Signal wires on met1:
Cells faint in the background.
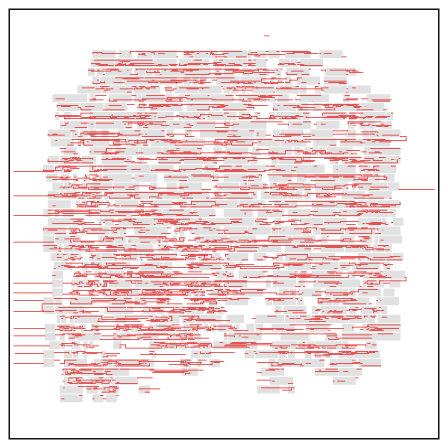
Signal wires on met2:
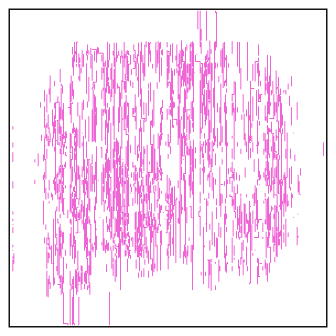
Metal 3:
Cells faint in the background.
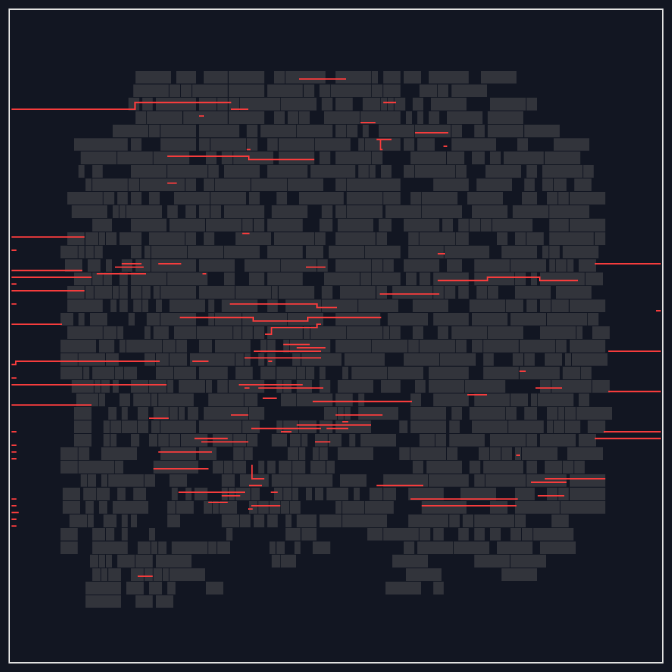
M4 wires:
Scale bar: 50 µm. Cells faint in the background.
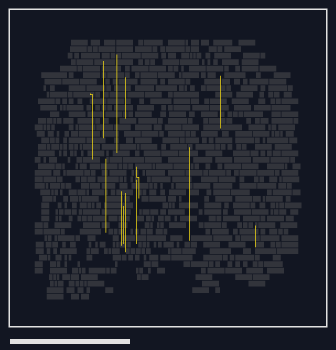
Routing congestion map:
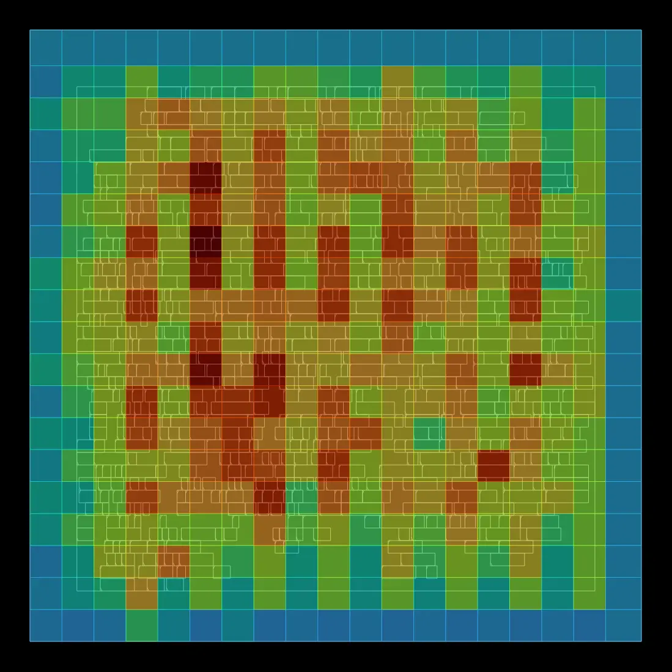
==> config.mk <==
export PLATFORM = sky130hd
export DESIGN_NAME = ntt_pass_sequencer
export DESIGN_NICKNAME = d
export VERILOG_FILES = /design/src/rtl/ntt_pkg.sv /design/src/rtl/ntt_wb_delay.sv /design/src/rtl/ntt_pass_sequencer.sv
export SDC_FILE = /design/constraint.sdc
export NUM_CORES = 1
export LEC_CHECK = 0
export ABC_AREA = 0
export CORE_MARGIN = 10
export CORE_UTILIZATION = 60
export CTS_CLUSTER_SIZE = 14
export DETAILED_ROUTE_END_ITERATION = 10
export PLACE_DENSITY = 0.86
export SLEW_MARGIN = 10
export SYNTH_ARGS = -nofsm -noshare
export SYNTH_HDL_FRONTEND = slang
export SYNTH_SLANG_ARGS = --single-unit
==> constraint.sdc <==
create_clock -name clk -period 5.1 [get_ports clk]
set_input_delay 1.02 -clock clk [delete_from_list [all_inputs] [get_ports clk]]
set_output_delay 1.02 -clock clk [all_outputs]
set_load 0.01 [all_outputs]
==> results_slide.txt <==
Key Metrics from the Run

Status
  – Status: complete, no violations

Placed design
  – Placed insts: 865

Power
  – Areal power density over the cells: 436.3 mW/mm²
  – Leakage power: around 3.3 nW
  – Worst vdd rail ir drop: roughly 0.00031 V
  – Design Power: 3.794 mW
  – Internal power: 2.617 mW
  – Power attributed to combinational cells: about 930 µW
  – Relative contribution of sequential cells to total power: 0.401
  – Reported net switching power: about 1.2 mW
  – Switching share of power: 0.3103
  – Combinational cell fraction of total power: 0.246

Flow run
  – Count of tool warnings: 35

Routing
  – Routed via count divided by cell count: 5.778
  – Post-DRT Antenna Nets: 0
  – Met2 layer wire length in the routed design: 7.787 mm
  – Number of optimization iterations in the first detailed-route pass: 5
  – Routed length on met1: between 7 and 8 mm

Layout
  – Final nets: about 750
  – Filler-free cell count of the finished design: 901
  – Non-clk bufs: 52
  – Diode count: 0
  – Share of final-layout standard cells stronger than drive strength 1: 0.1514
  – Design area: 0.008695 mm²
  – Inverters excl. clock: 17
  – Clock network area share: 0.06994
  – Most frequent standard cell in the layout excluding fill and tap cells: sky130_fd_sc_hd__dfxtp_1
  – Total number of sequential cells: 183
  – Non-clock buffers, area share: 0.05900
  – Combinational share of cell area: 0.4182

Final timing
  – Final clock skew: ~0.011 ns
  – Transition time of the tightest slew-check pin: 1.109 ns
  – Worst-case setup margin in the final layout: about 0.14 ns
  – RSZ-0062 raised after global routing: yes
  – Final tally of setup violations: 0
  – Final clock period utilization by the worst path: 0.9718
  – Timing-limited maximum frequency: around 200 MHz
  – Min cycle time layout: approximately 5.0 ns

GRT
  – Via count of the first global-routing pass: ~5300
  – First-pass GRT wire length: between 20 and 30 mm

Critical path
  – R2r setup slk: between 1.5 and 2 ns
  – Arrival time at the worst endpoint: 3.94 ns
  – Max FO, Critical Path: 14
  – Maximum cell stage delay along the critical path: 0.54 ns
  – Element type at the critical path start: register

Min path
  – Type of the worst min-delay path: register to register

Synthesis
  – Count of yosys warnings during synthesis: 0
  – Post-synthesis instance area: 0.007517 mm²
  – Post-synthesis compound-gate area fraction: 0.06674
  – Net count entering floorplan: approximately 700
  – Number of distinct library cells after synthesis: between 60 and 70
  – Post-synthesis mux area share: 0.1683
  – Share of synthesized cell area in and, or, nand and nor gates: 0.2190
  – Dominant kind of combinational cell: simple AND/OR/NAND/NOR gates
  – Area share of the leading cell type in the synthesized netlist: 0.4874
  – Cell with the most instances after synthesis: sky130_fd_sc_hd__dfxtp_1

Floorplanning
  – Tapcells inserted: between 150 and 200

CTS
  – Post-CTS Hold Buffers: 0
  – Clock tree from TritonCTS: yes
  – Clk latency late pin: 0.43 ns
-- 'signal wires on met1' (at the start) --
wire length on this layer: 7210 µm
share of all routed wire: 45%
total number of vias: 5206
drt total wl: 16.09 mm
met1 track demand over resource: 0.2360

-- 'signal wires on met2' (at the start) --
wire length on this layer: 7790 µm
main direction: vertical
longest straight run: 57.8 µm
met2 Resource Use GR: 0.2994

-- 'metal 3' (at the start) --
main direction: horizontal
wire length on this layer: 772 µm
longest straight run: 31.1 µm
share of all routed wire: 4.8%
nets with wire on the layer: 74
GR Layer Usage met3: 0.04992

-- 'M4 wires' (at the start) --
share of all routed wire: 2.0%
longest straight run: 40.8 µm
wire length on this layer: 321 µm

-- 'routing congestion map' (at the start) --
Finished Core Util: 0.7149
wire length per cell: 17.85 µm
All-Layer GR Usage: 0.1875
most utilized layer in the global route result: met2

Power is estimated from default activity; no workload was simulated.
